**Run 1: metal 1**

Supply wires on this layer in gray.
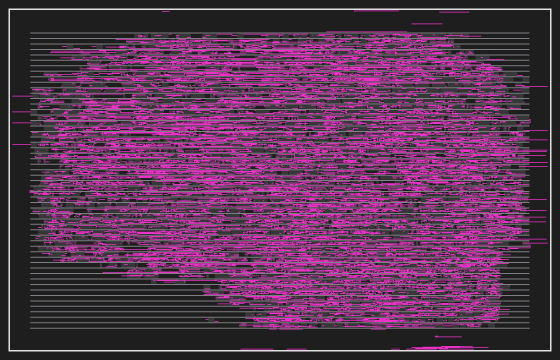
**Run 1: routing congestion**

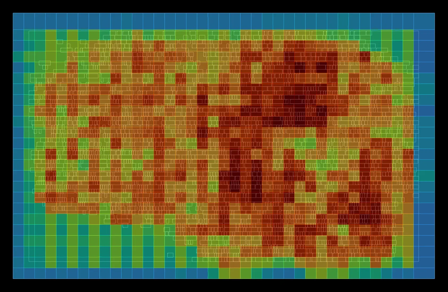
**Run 1: register map, names as in the netlist**

Other sequential cells in the stronger gray, the rest of the logic in the fainter gray.
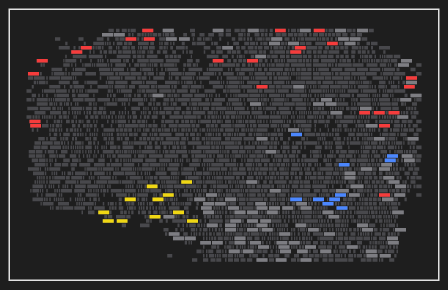
**Run 1: wires at chosen ports, followed through buffers**

Bar = 100 um.
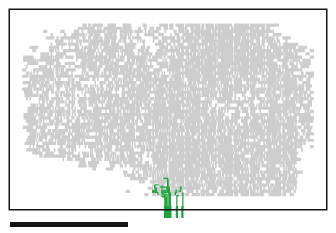
==> config.mk <==
export PLATFORM = sky130hd
export DESIGN_NAME = conv_patch_loader
export DESIGN_NICKNAME = d
export VERILOG_FILES = /design/src/rtl/conv_patch_loader.sv
export SDC_FILE = /design/constraint.sdc
export NUM_CORES = 1
export LEC_CHECK = 0
export ABC_AREA = 1
export CORE_ASPECT_RATIO = 0.6
export CORE_MARGIN = 10
export CORE_UTILIZATION = 55
export DETAILED_ROUTE_END_ITERATION = 12
export HOLD_SLACK_MARGIN = 0.12
export PLACE_DENSITY = 0.87
export SLEW_MARGIN = 40
export SYNTH_ARGS = -nofsm -noshare
export SYNTH_HDL_FRONTEND = slang
export SYNTH_SLANG_ARGS = --single-unit
==> constraint.sdc <==
create_clock -name clk -period 9.4 [get_ports clk]
set_clock_uncertainty 0.05 [all_clocks]
set_input_delay 1.88 -clock clk [delete_from_list [all_inputs] [get_ports clk]]
set_output_delay 1.88 -clock clk [all_outputs]
set_load 0.05 [all_outputs]
==> flow_metrics.py, run 1 <==
# Metrics from the implementation run
metrics = {
    "floorplanning": {
        "die_y_um": 169,
        "die_area_um2": 45500,
        "die_w_um": 269,
    },
    "power_and_ir_drop": {
        "pwr-share-comb_pct": 83.1,
        "leakage_nw": 13.1,
        "swShare_pct": 48.7,
    },
    "placement": {
        "placedCellCount": 3521,
    },
    "synth": {
        "ys.flops": 164,
        "ys_seq_share_pct": 16.1,
        "fp_nets": 3337,
        "synth_stat.cells": 2777,
    },
    "worst_setup_path": {
        "critical_path_arrival_ns": 10.39,
    },
    "run_status": {
        "status": "finished, violations left",
        "failed_checks": "negative setup slack",
    },
    "finish": {
        "fillCellCount": 2551,
        "area_delta_synth_final_pct": 29.4,
    },
    "clock_network": {
        "cts_buffer_depth": 2,
    },
    "final_timing": {
        "setup_ws_ns": -0.636,
        "finalSetupViolations": 12,
    },
    "global_routing": {
        "grt_antenna_before_repair": 0,
    },
}
## Picture notes: 'metal 1'
longest straight run: 80.0 um
nets with wire on the layer: 3533
met1 global-route usage: 39.4%
vias: 20119
Post-Route WL: 68800 um

## Picture notes: 'routing congestion'
routing usage on met2: 45.9%
gr usage total: 29.4%
global-route layer with the greatest usage: met2
fin util: 72.4%

## Picture notes: 'register map, names as in the netlist'
| signal | color | sequential cells |
|---|---|---|
| base_r | red | 24 |
| out_y_r | blue | 10 |
| c_r | yellow | 11 |
Flop area: 3300 um^2
Seq area share: 12.5%
Seq group: 0.000793 W

## Picture notes: 'wires at chosen ports, followed through buffers'
| port | color | bits | direction | edge | end cells | buffers | wire |
|---|---|---|---|---|---|---|---|
| patch_wr_data | green | 8 | output | south | 8 | 8 | 190 um |
PortBufs: 139
I/O pins: 140

run 1: placed cells by master (no fill, tap or decap), drive strengths merged, types with 2 or more instances in the layout:
master	instances
inv	694
nand2	636
buf	304
fa	256
ha	212
a21oi	179
nor2	177
dfxtp	164
clkdlybuf4s50	138
o21ai	120
nand3	92
xor2	42
nand4	32
nor3	22
clkbuf	21
xnor2	18
clkinv	11
nand3b	10
or2	5
a31oi	5
nor4	5
o211ai	4
o21bai	4
a21o	3
a21boi	3
a211oi	3
clkinvlp	2
o31ai	2
run 1: repair_timing:
| action | CTS | global route |
|---|---|---|
| buffers inserted | 78 | 30 |
| gates cloned | 4 | 2 |
| gates resized | 147 | 212 |
| pin swaps | 71 | 196 |
| hold buffers | 0 | 0 |
| endpoints found under the setup margin | 14 | 70 |
run 1: kinds of logic (layout without fill, tap and decap cells):
group                      count (synthesis)  count (layout)  share of synthesized area [%]
AOI/OAI and AO/OA                        327             327                           8.53
xor gates and xnor gates                  60              60                           2.57
adders and majority gates                468             468                           38.1
buffers and inverters                    783            1170                           14.7
DFF                                      164             164                           16.1
and+or+nand+nor                          975             980                           20.0
run 1: power groups by stage:
stage / Clock (W) / Sequential (W) / Combinational (W)
finish: 0.000737 / 0.000793 / 0.00752
global route: 0.000756 / 0.000796 / 0.00802
CTS: 0.000725 / 0.000785 / 0.00612
detailed placement: 0 / 0.000799 / 0.00537
global placement: 0 / 0.000797 / 0.00515
floorplan: 0 / 0.000765 / 0.00298
run 1: layout make-up:
class                      count  area, um^2  area share (%)
sequential                   164        3300            12.5
multi-input combinational   1835       15500            58.7
clock buffer                  20         457            1.73
tap                          476         596            2.26
clock inverter                12         118           0.445
inverter                     695        2650            10.0
timing repair buffer         443        3780            14.3
run 1: layer usage:
metal  up-vias  routed length [um]  track usage, %
met5         -                   0               0
met4         0                2680            9.88
met1      9536               28000            39.4
li1       9130                   -               -
met2      1196               30600            45.9
met3       257                7460            7.02
run 1: critical path: cells and delay by family (launching register included):
family                     cells  cell delay (ns)
adders and majority gates     13             5.57
buffers and inverters         15             1.18
xor gates and xnor gates       2             0.33
DFF                            1             0.38
AOI/OAI and AO/OA              3             0.35
and+or+nand+nor               18             2.09
run 1: stage by stage:
step | setup TNS, ns | power (W)
5_1_grt | -9.59 | 0.00957
4_1_cts | -9.30 | 0.00763
6_report | -5.19 | 0.00906
3_5_place_dp | -7.92 | 0.00617
3_3_place_gp | -5.19 | 0.00595
2_1_floorplan | -0.0497 | 0.00374
==> run 2, diff against run 1 <==
GPL_ROUTABILITY_DRIVEN = 1   (was unset)
**Run 2: routing congestion**

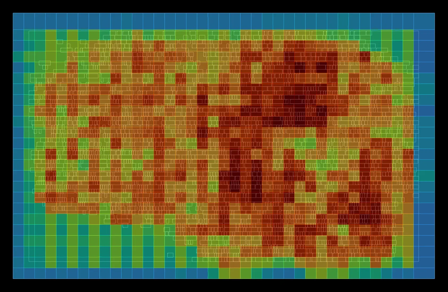
global routing usage on met3: 7.02%
routed length per instance: 18.9 um

==> run 2 against run 1 <==
Against the previous run: the run still ends with negative setup slack left; synthesized area unchanged; first-iteration DRC count did not move; total power did not move; setup slack unchanged; combinational power about the same; cell count unchanged; clock power about the same; global-route usage did not move; sequential share of layout area unchanged; wire length stayed put; die area is the same; largest cell class unchanged; largest power group unchanged.
==> flow_metrics.py, run 2 <==
# Metrics from the implementation run
metrics = {
    "run_status": {
        "status": "finished, violations left",
        "failed_checks": "negative setup slack",
    },
    "final_timing": {
        "fmaxAchievable_mhz": 99.6,
        "period_minus_slack_ns": 10.04,
        "finalSetupViolations": 12,
        "setup_ws_ns": -0.636,
        "rsz0062_at_grt": "yes",
    },
    "finish": {
        "lay_top_count": "inv_1",
        "fin_cells": 3645,
        "layout_top_cells": "inv_1, nand2_1, buf_4, fa_1, ha_1",
        "fin_util_pct": 72.4,
        "area_delta_synth_final_pct": 29.4,
    },
    "drt": {
        "drt.antenna.violating_nets": 0,
        "vias": 20119,
        "wl_um": 68800,
    },
    "worst_setup_path": {
        "critical_path_arrival_ns": 10.39,
        "cp.buffers_inverters": 15,
        "worstSetupPathDepth": 51,
        "cpLargestDelayFamily": "adder cells",
        "worstSetupPathType": "reg2reg",
    },
    "global_routing": {
        "grtUsageTotal_pct": 29.4,
        "grt_antenna_before_repair": 0,
    },
    "synth": {
        "ys.flops": 164,
        "synth.distinct_cells": 48,
        "synth_stat.cells": 2777,
        "yosysTopAreaCellShare_pct": 25.1,
        "syn_area_um2": 20400,
        "ys_seq_share_pct": 16.1,
        "yosysMostFrequentCell": "inv_1",
        "edf_count": 0,
        "fp_nets": 3337,
    },
    "flow_run": {
        "warnings": 31,
    },
    "clock_network": {
        "cts.hold.buffers_added": 0,
        "root_buffer": "clkbuf_16",
        "cts_buffer_depth": 2,
    },
    "power_and_ir_drop": {
        "leakage_nw": 13.1,
    },
    "placement": {
        "port_buffers": 139,
        "placedCellCount": 3521,
        "dpl_cell_area_um2": 23800,
        "dpl.hpwl_um": 49000,
        "gp_congestion": 0.995,
    },
    "min_path": {
        "whs_path_depth": 2,
    },
    "floorplanning": {
        "die_y_um": 169,
        "die_w_um": 269,
        "rows": 54,
        "io_pins": 140,
        "die_area_um2": 45500,
    },
}
## run 2: cell counts in the layout (fill, tap and decap cells not counted)
Identical to the previous run, type by type.
## run 2: layout make-up
| class | count | area [um^2] |
|---|---|---|
| clock buffer | 20 | 457 |
| clock inverter | 12 | 118 |
| fill | 2551 | 10100 |
| inverter | 695 | 2650 |
| multi-input combinational | 1835 | 15500 |
| sequential | 164 | 3300 |
| tap | 476 | 596 |
| timing repair buffer | 443 | 3780 |
## run 2: cells by family (layout without fill, tap and decap cells)
kind of cell / Yosys count / after routing / share of synthesized area [%]
AOI/OAI and AO/OA: 327 / 327 / 8.53
DFF: 164 / 164 / 16.1
and+or+nand+nor: 975 / 980 / 20.0
xor gates and xnor gates: 60 / 60 / 2.57
adders and majority gates: 468 / 468 / 38.1
buffers and inverters: 783 / 1170 / 14.7
## run 2: metrics by stage
| step | TNS (ns) | total power, W |
|---|---|---|
| after CTS | -9.30 | 0.00763 |
| final | -5.19 | 0.00906 |
| after floorplan | -0.0497 | 0.00374 |
| after global placement | -5.19 | 0.00595 |
| after global routing | -9.59 | 0.00957 |
| after detailed placement | -7.92 | 0.00617 |
## run 2: power by group
group / switching, W / leakage (nW) / internal (W) / total [W]
Clock: 0.000374 / 0.284 / 0.000364 / 0.000737
Combinational: 0.00397 / 11.5 / 0.00355 / 0.00752
Sequential: 0.0000638 / 1.34 / 0.000730 / 0.000793
Total: 0.00441 / 13.1 / 0.00465 / 0.00906
## run 2: tightest hold or removal path, cell delays in order, from the launching register on
cell     delay, ns
dfxtp_1       0.33
inv_1         0.05
a21oi_1       0.05
## run 2: metal layers
layer	wire (um)	vias to the layer above	share of wire (%)	global-route usage, %
li1	-	9130	-	-
met1	28000	9536	41	39.4
met2	30600	1196	45	45.9
met3	7460	257	11	7.02
met4	2680	0	3.9	9.88
met5	0	-	0	0
## run 2: repair_timing
action                     in CTS  in global routing
buffers inserted               78                 30
resized                       147                212
setup endpoints to repair      14                 70
gates cloned                    4                  2
pin swaps                      71                196
Power and IR drop assume default switching activity.
